### src/rtl/bit_flipper_chain.sv
// bit_flipper_chain: pseudorandom word source, periodic single-bit error
// injector and mismatch detector, with all three datapath views exposed.
// Vectors are indexed [1:N]; bit 1 is the MSB.

// lfsr: Fibonacci LFSR, feedback enters bit 1 and the word shifts toward bit N.
module lfsr #(
    parameter int         N    = 5,
    parameter logic [1:N] TAPS = 5'b00101,
    parameter logic [1:N] I    = 5'b00010
) (
    input  logic       clk,
    input  logic       reset,
    output logic [1:N] q
);
    logic [1:N] state_q;
    logic [1:N] state_d;
    logic       fb;

    // Next word: XOR of tapped bits shifted in at the MSB end.
    always_comb begin
        fb      = ^(state_q & TAPS);
        state_d = {fb, state_q[1:N-1]};
    end

    // State register; the seed is nonzero so the all-zero lockup state is never entered.
    always_ff @(posedge clk or negedge reset) begin
        if (!reset) state_q <= I;
        else        state_q <= state_d;
    end

    assign q = state_q;
endmodule

// flipper: inverts one bit of the stream every PERIOD cycles, walking the
// flipped position from bit 1 toward bit N and wrapping.
module flipper #(
    parameter int N      = 5,
    parameter int PERIOD = 3
) (
    input  logic       clk,
    input  logic       reset,
    input  logic [1:N] stream,
    output logic [1:N] out
);
    localparam int                 CNT_W     = (PERIOD > 1) ? $clog2(PERIOD) : 1;
    localparam logic [CNT_W-1:0]   LAST      = CNT_W'(PERIOD - 1);
    localparam logic [1:N]         MASK_INIT = {1'b1, {(N-1){1'b0}}};

    logic [CNT_W-1:0] cnt_q;
    logic [CNT_W-1:0] cnt_d;
    logic [1:N]       mask_q;
    logic [1:N]       mask_d;
    logic             inject;

    // Injection happens in the last slot of each period; the mask advances
    // on that same edge so the next injection hits the following bit.
    always_comb begin
        inject = (cnt_q == LAST);
        cnt_d  = inject ? '0 : cnt_q + 1'b1;
        mask_d = inject ? {mask_q[N], mask_q[1:N-1]} : mask_q;
        out    = stream ^ (inject ? mask_q : '0);
    end

    // Schedule state; reset restarts the period and the bit position.
    always_ff @(posedge clk or negedge reset) begin
        if (!reset) begin
            cnt_q  <= '0;
            mask_q <= MASK_INIT;
        end else begin
            cnt_q  <= cnt_d;
            mask_q <= mask_d;
        end
    end
endmodule

// err_checker: combinational per-bit compare of corrupted and clean streams.
module err_checker #(
    parameter int N = 5
) (
    input  logic [1:N] errStream,
    input  logic [1:N] inpStream,
    output logic [1:N] bitError,
    output logic       error
);
    // Any differing bit is flagged in place and summarised on error.
    always_comb begin
        bitError = errStream ^ inpStream;
        error    = |bitError;
    end
endmodule

// Top-level wrapper chaining source, injector and detector.
module bit_flipper_chain #(
    parameter int         N      = 5,
    parameter logic [1:N] TAPS   = 5'b00101,
    parameter logic [1:N] I      = 5'b00010,
    parameter int         PERIOD = 3
) (
    input  logic       clk,
    input  logic       reset,
    output logic [1:N] stream,
    output logic [1:N] q,
    output logic [1:N] bitError,
    output logic       error
);
    lfsr #(.N(N), .TAPS(TAPS), .I(I)) u_lfsr (
        .clk   (clk),
        .reset (reset),
        .q     (stream)
    );

    flipper #(.N(N), .PERIOD(PERIOD)) u_flipper (
        .clk    (clk),
        .reset  (reset),
        .stream (stream),
        .out    (q)
    );

    err_checker #(.N(N)) u_checker (
        .errStream (q),
        .inpStream (stream),
        .bitError  (bitError),
        .error     (error)
    );
endmodule

### config.mk
export PLATFORM = sky130hd
export DESIGN_NAME = bit_flipper_chain
export DESIGN_NICKNAME = d
export VERILOG_FILES = /design/src/rtl/bit_flipper_chain.sv
export SDC_FILE = /design/constraint.sdc
export NUM_CORES = 1
export LEC_CHECK = 0
export ABC_AREA = 1
export CORE_MARGIN = 1
export CORE_UTILIZATION = 24
export CTS_CLUSTER_DIAMETER = 60
export DETAILED_ROUTE_END_ITERATION = 8
export MAX_ROUTING_LAYER = met4
export SLEW_MARGIN = 40
export SYNTH_ARGS = -nofsm -noshare
export SYNTH_HDL_FRONTEND = slang
export SYNTH_HIERARCHICAL = 1
export SYNTH_SLANG_ARGS = --single-unit
### constraint.sdc
create_clock -name clk -period 1.63 [get_ports clk]
set_input_delay 0.2445 -clock clk [delete_from_list [all_inputs] [get_ports clk]]
set_output_delay 0.2445 -clock clk [all_outputs]
set_load 0.05 [all_outputs]
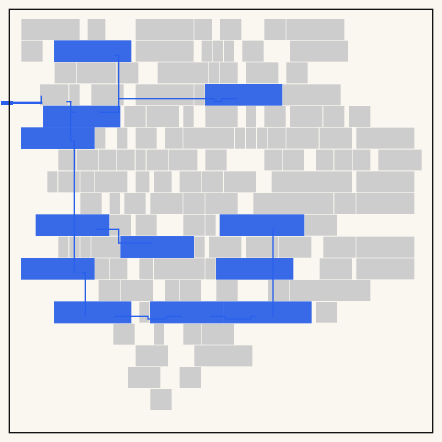
Fig. 1. Wires at chosen ports, followed through buffers (run 1).
(8 px per um)
colour	port	bits	direction	edge	end cells	buffers	wire
blue	`reset`	1	input	left	12	1	92.9 um

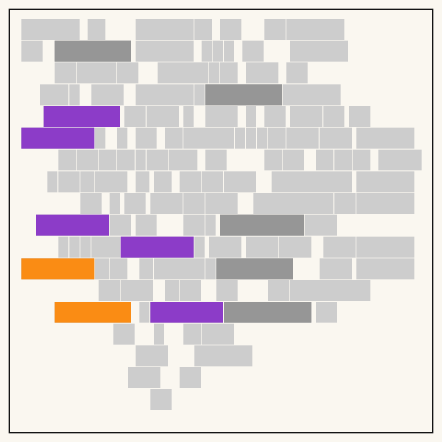
Fig. 2. Sequential cells grouped by signal name (run 1).
(8 px per um) Other sequential cells in the stronger grey, the rest of the logic in the fainter grey.
colour	signal	placed flops
orange	`u_flipper/cnt_q`	2
purple	`u_flipper/mask_q`	5
not coloured	5

==> results_tabular.tex, run 1 <==
% Table of physical implementation metrics
\begin{tabular}{lr}
\hline
Metric & Value \\
\hline
\multicolumn{2}{l}{\textbf{Setup path}} \\
\quad Reg2reg path depth & 7 \\
\quad Worst Setup Start Kind & register \\
\multicolumn{2}{l}{\textbf{Synthesis}} \\
\quad Number of distinct library cells after synthesis & 13 \\
\quad Simple-gate area share of the yosys netlist & 30.57\% \\
\quad Number of synthesized register bits & 12 \\
\quad Most instantiated flip-flop cell in the synthesis netlist & dfrtp\_1 \\
\quad Biggest combinational cell group after synthesis & simple AND/OR/NAND/NOR gates \\
\quad Largest type area fraction & 40.49\% \\
\multicolumn{2}{l}{\textbf{Final layout}} \\
\quad Share of layout cells above drive strength 1 & 71.85\% \\
\quad Number of fillers in the final layout & 194 \\
\quad Non-clock buffer instance count of the final layout & 56 \\
\quad Sequential cell count & 12 \\
\quad Share of cell area taken by multi-input logic gates & 27.47\% \\
\quad Share of final layout cell area taken by non-clock buffers & 42.32\% \\
\quad Summed area of non-filler cells in the final layout & 0.001508 mm\^{}2 \\
\quad Multi-input combinational cell count & 48 \\
\multicolumn{2}{l}{\textbf{Status}} \\
\quad Result of the run & complete, but fails checks \\
\quad Violated checks & setup timing \\
\multicolumn{2}{l}{\textbf{Clock tree}} \\
\quad Post-CTS Hold Buffers & 0 \\
\quad Clock transition at the registers of the reported paths & 80 ps \\
\quad Clock tree from TritonCTS & done \\
\quad Buffer count from post-CTS setup fixing & 17 \\
\multicolumn{2}{l}{\textbf{Power and ir drop}} \\
\quad Sw Pwr & 0.1132 mW \\
\quad P\_seq & 0.297 mW \\
\quad Sequential group share of total power & 54.2\% \\
\quad Leading power group & sequential cells \\
\quad Internal power contribution & 0.4354 mW \\
\quad Combinational-cell power consumption & 0.00771 mW \\
\multicolumn{2}{l}{\textbf{Run}} \\
\quad OpenROAD warning count & 29 \\
\multicolumn{2}{l}{\textbf{Floorplan}} \\
\quad Tap cell count & 30 \\
\quad Number of placement rows & 18 \\
\quad Die span in x & 52.75 um \\
\multicolumn{2}{l}{\textbf{Final timing}} \\
\quad Total Neg Setup Slack & -2314 ps \\
\quad Minimum hold slack & 312.4 ps \\
\quad Unrepaired setup endpoints after global routing & yes \\
\quad Setup ws final & -309.7 ps \\
\quad Number of endpoints failing setup at the final stage & 11 \\
\multicolumn{2}{l}{\textbf{Route}} \\
\quad Routed wirelength normalized by instance count & 13.66 um \\
\quad Count of routing violations after the opening detailed-route iteration & 12 \\
\quad TritonRoute pass-1 iters & 4 \\
\quad WL met1 & 864 um \\
\multicolumn{2}{l}{\textbf{Global route}} \\
\quad Number of global-route vias before repair & 757 \\
\hline
\end{tabular}
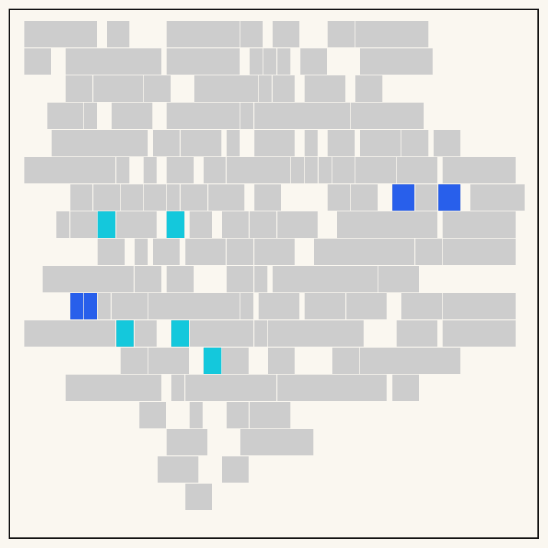
Fig. 3. Gate families picked out (run 1).
(10 px per um)
colour	family	cells
cyan	inverting AOI/OAI gates	5
blue	NOR gates	4

Fig. 4: run 1, cell area per tile
(4 px per um) 11 x 11 tiles, from dark purple (low) to yellow (high), 0 to 100% covered.
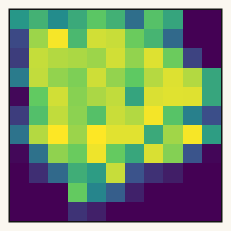

==> run 1 -> run 2 <==
- clock period: 1.63 -> 2.3 ns (I/O delays scaled with it)
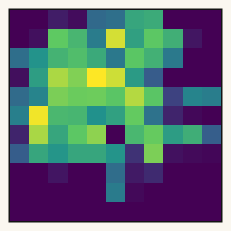
Fig. 5. Cell area per tile (run 2).
(4 px per um) 11 x 11 tiles, from dark purple (low) to yellow (high), 0 to 100% covered.
nearly empty tiles	35%
tiles over 75% full	12%
densest ninth of the die	centre

==> run 2 against run 1 <==
- the flow now finishes without violations
- synthesized area stayed put
- global-route usage fell by 7.8 points
- via count decreased by 25%
- cell count shrank 24%
- critical path depth decreased by 1
- register-to-register slack better by 900 ps
- sequential cell count unchanged
- cell area fell by 37%
- synthesized cell count is the same
- sequential share of layout area rose by 11 points
- setup slack improved by 470 ps
- clock skew barely moved
==> results_tabular.tex, run 2 <==
% Table of physical implementation metrics
\begin{tabular}{lr}
\hline
Metric & Value \\
\hline
\multicolumn{2}{l}{\textbf{Final layout}} \\
\quad Share of cell area taken by multi-input logic gates & 32.24\% \\
\quad Multi-input combinational cell count & 48 \\
\quad Non-clock buffer instance count of the final layout & 17 \\
\quad Sequential cell count & 12 \\
\quad Diodes inserted & 0 \\
\quad Summed area of non-filler cells in the final layout & 950.9 um\^{}2 \\
\quad Share of layout cells above drive strength 1 & 32.29\% \\
\quad Share of final layout cell area taken by non-clock buffers & 22.89\% \\
\quad Number of fillers in the final layout & 239 \\
\multicolumn{2}{l}{\textbf{Floorplan}} \\
\quad Die span in x & 52.75 um \\
\quad Number of placement rows & 18 \\
\quad Overall die height & 52.75 um \\
\quad Tap cell count & 30 \\
\multicolumn{2}{l}{\textbf{Synthesis}} \\
\quad Most instantiated flip-flop cell in the synthesis netlist & dfrtp\_1 \\
\quad Number of synthesized register bits & 12 \\
\quad Largest type area fraction & 40.49\% \\
\quad Adder Area Share & 0\% \\
\quad Simple-gate area share of the yosys netlist & 30.57\% \\
\multicolumn{2}{l}{\textbf{Route}} \\
\quad Count of routing violations after the opening detailed-route iteration & 15 \\
\quad Wirelength, routed & 1.314 mm \\
\quad WL met1 & 552 um \\
\quad TritonRoute pass-1 iters & 4 \\
\multicolumn{2}{l}{\textbf{Final timing}} \\
\quad Minimum hold slack & 421.9 ps \\
\quad Total Neg Setup Slack & 0 ps \\
\quad Setup ws final & 163.3 ps \\
\quad Unrepaired setup endpoints after global routing & no \\
\quad Number of endpoints failing setup at the final stage & 0 \\
\multicolumn{2}{l}{\textbf{Clock tree}} \\
\quad Post-CTS Hold Buffers & 0 \\
\quad Clock tree from TritonCTS & done \\
\quad Buffer count from post-CTS setup fixing & 0 \\
\quad Clock transition at the registers of the reported paths & 70 ps \\
\multicolumn{2}{l}{\textbf{Status}} \\
\quad Result of the run & finished, final reports clean \\
\multicolumn{2}{l}{\textbf{Setup path}} \\
\quad Reg2reg path depth & 3 \\
\quad Worst Setup Start Kind & register \\
\multicolumn{2}{l}{\textbf{Global route}} \\
\quad Number of global-route vias before repair & 491 \\
\multicolumn{2}{l}{\textbf{Placed design}} \\
\quad Total of buffers placed on input and output ports & 17 \\
\multicolumn{2}{l}{\textbf{Power and ir drop}} \\
\quad Internal power contribution & 0.2797 mW \\
\quad Leading power group & sequential cells \\
\quad Combinational-cell power consumption & 0.00533 mW \\
\quad Sequential group share of total power & 60.8\% \\
\quad P\_seq & 0.211 mW \\
\multicolumn{2}{l}{\textbf{Run}} \\
\quad OpenROAD warning count & 26 \\
\hline
\end{tabular}
Power and IR drop assume default switching activity.
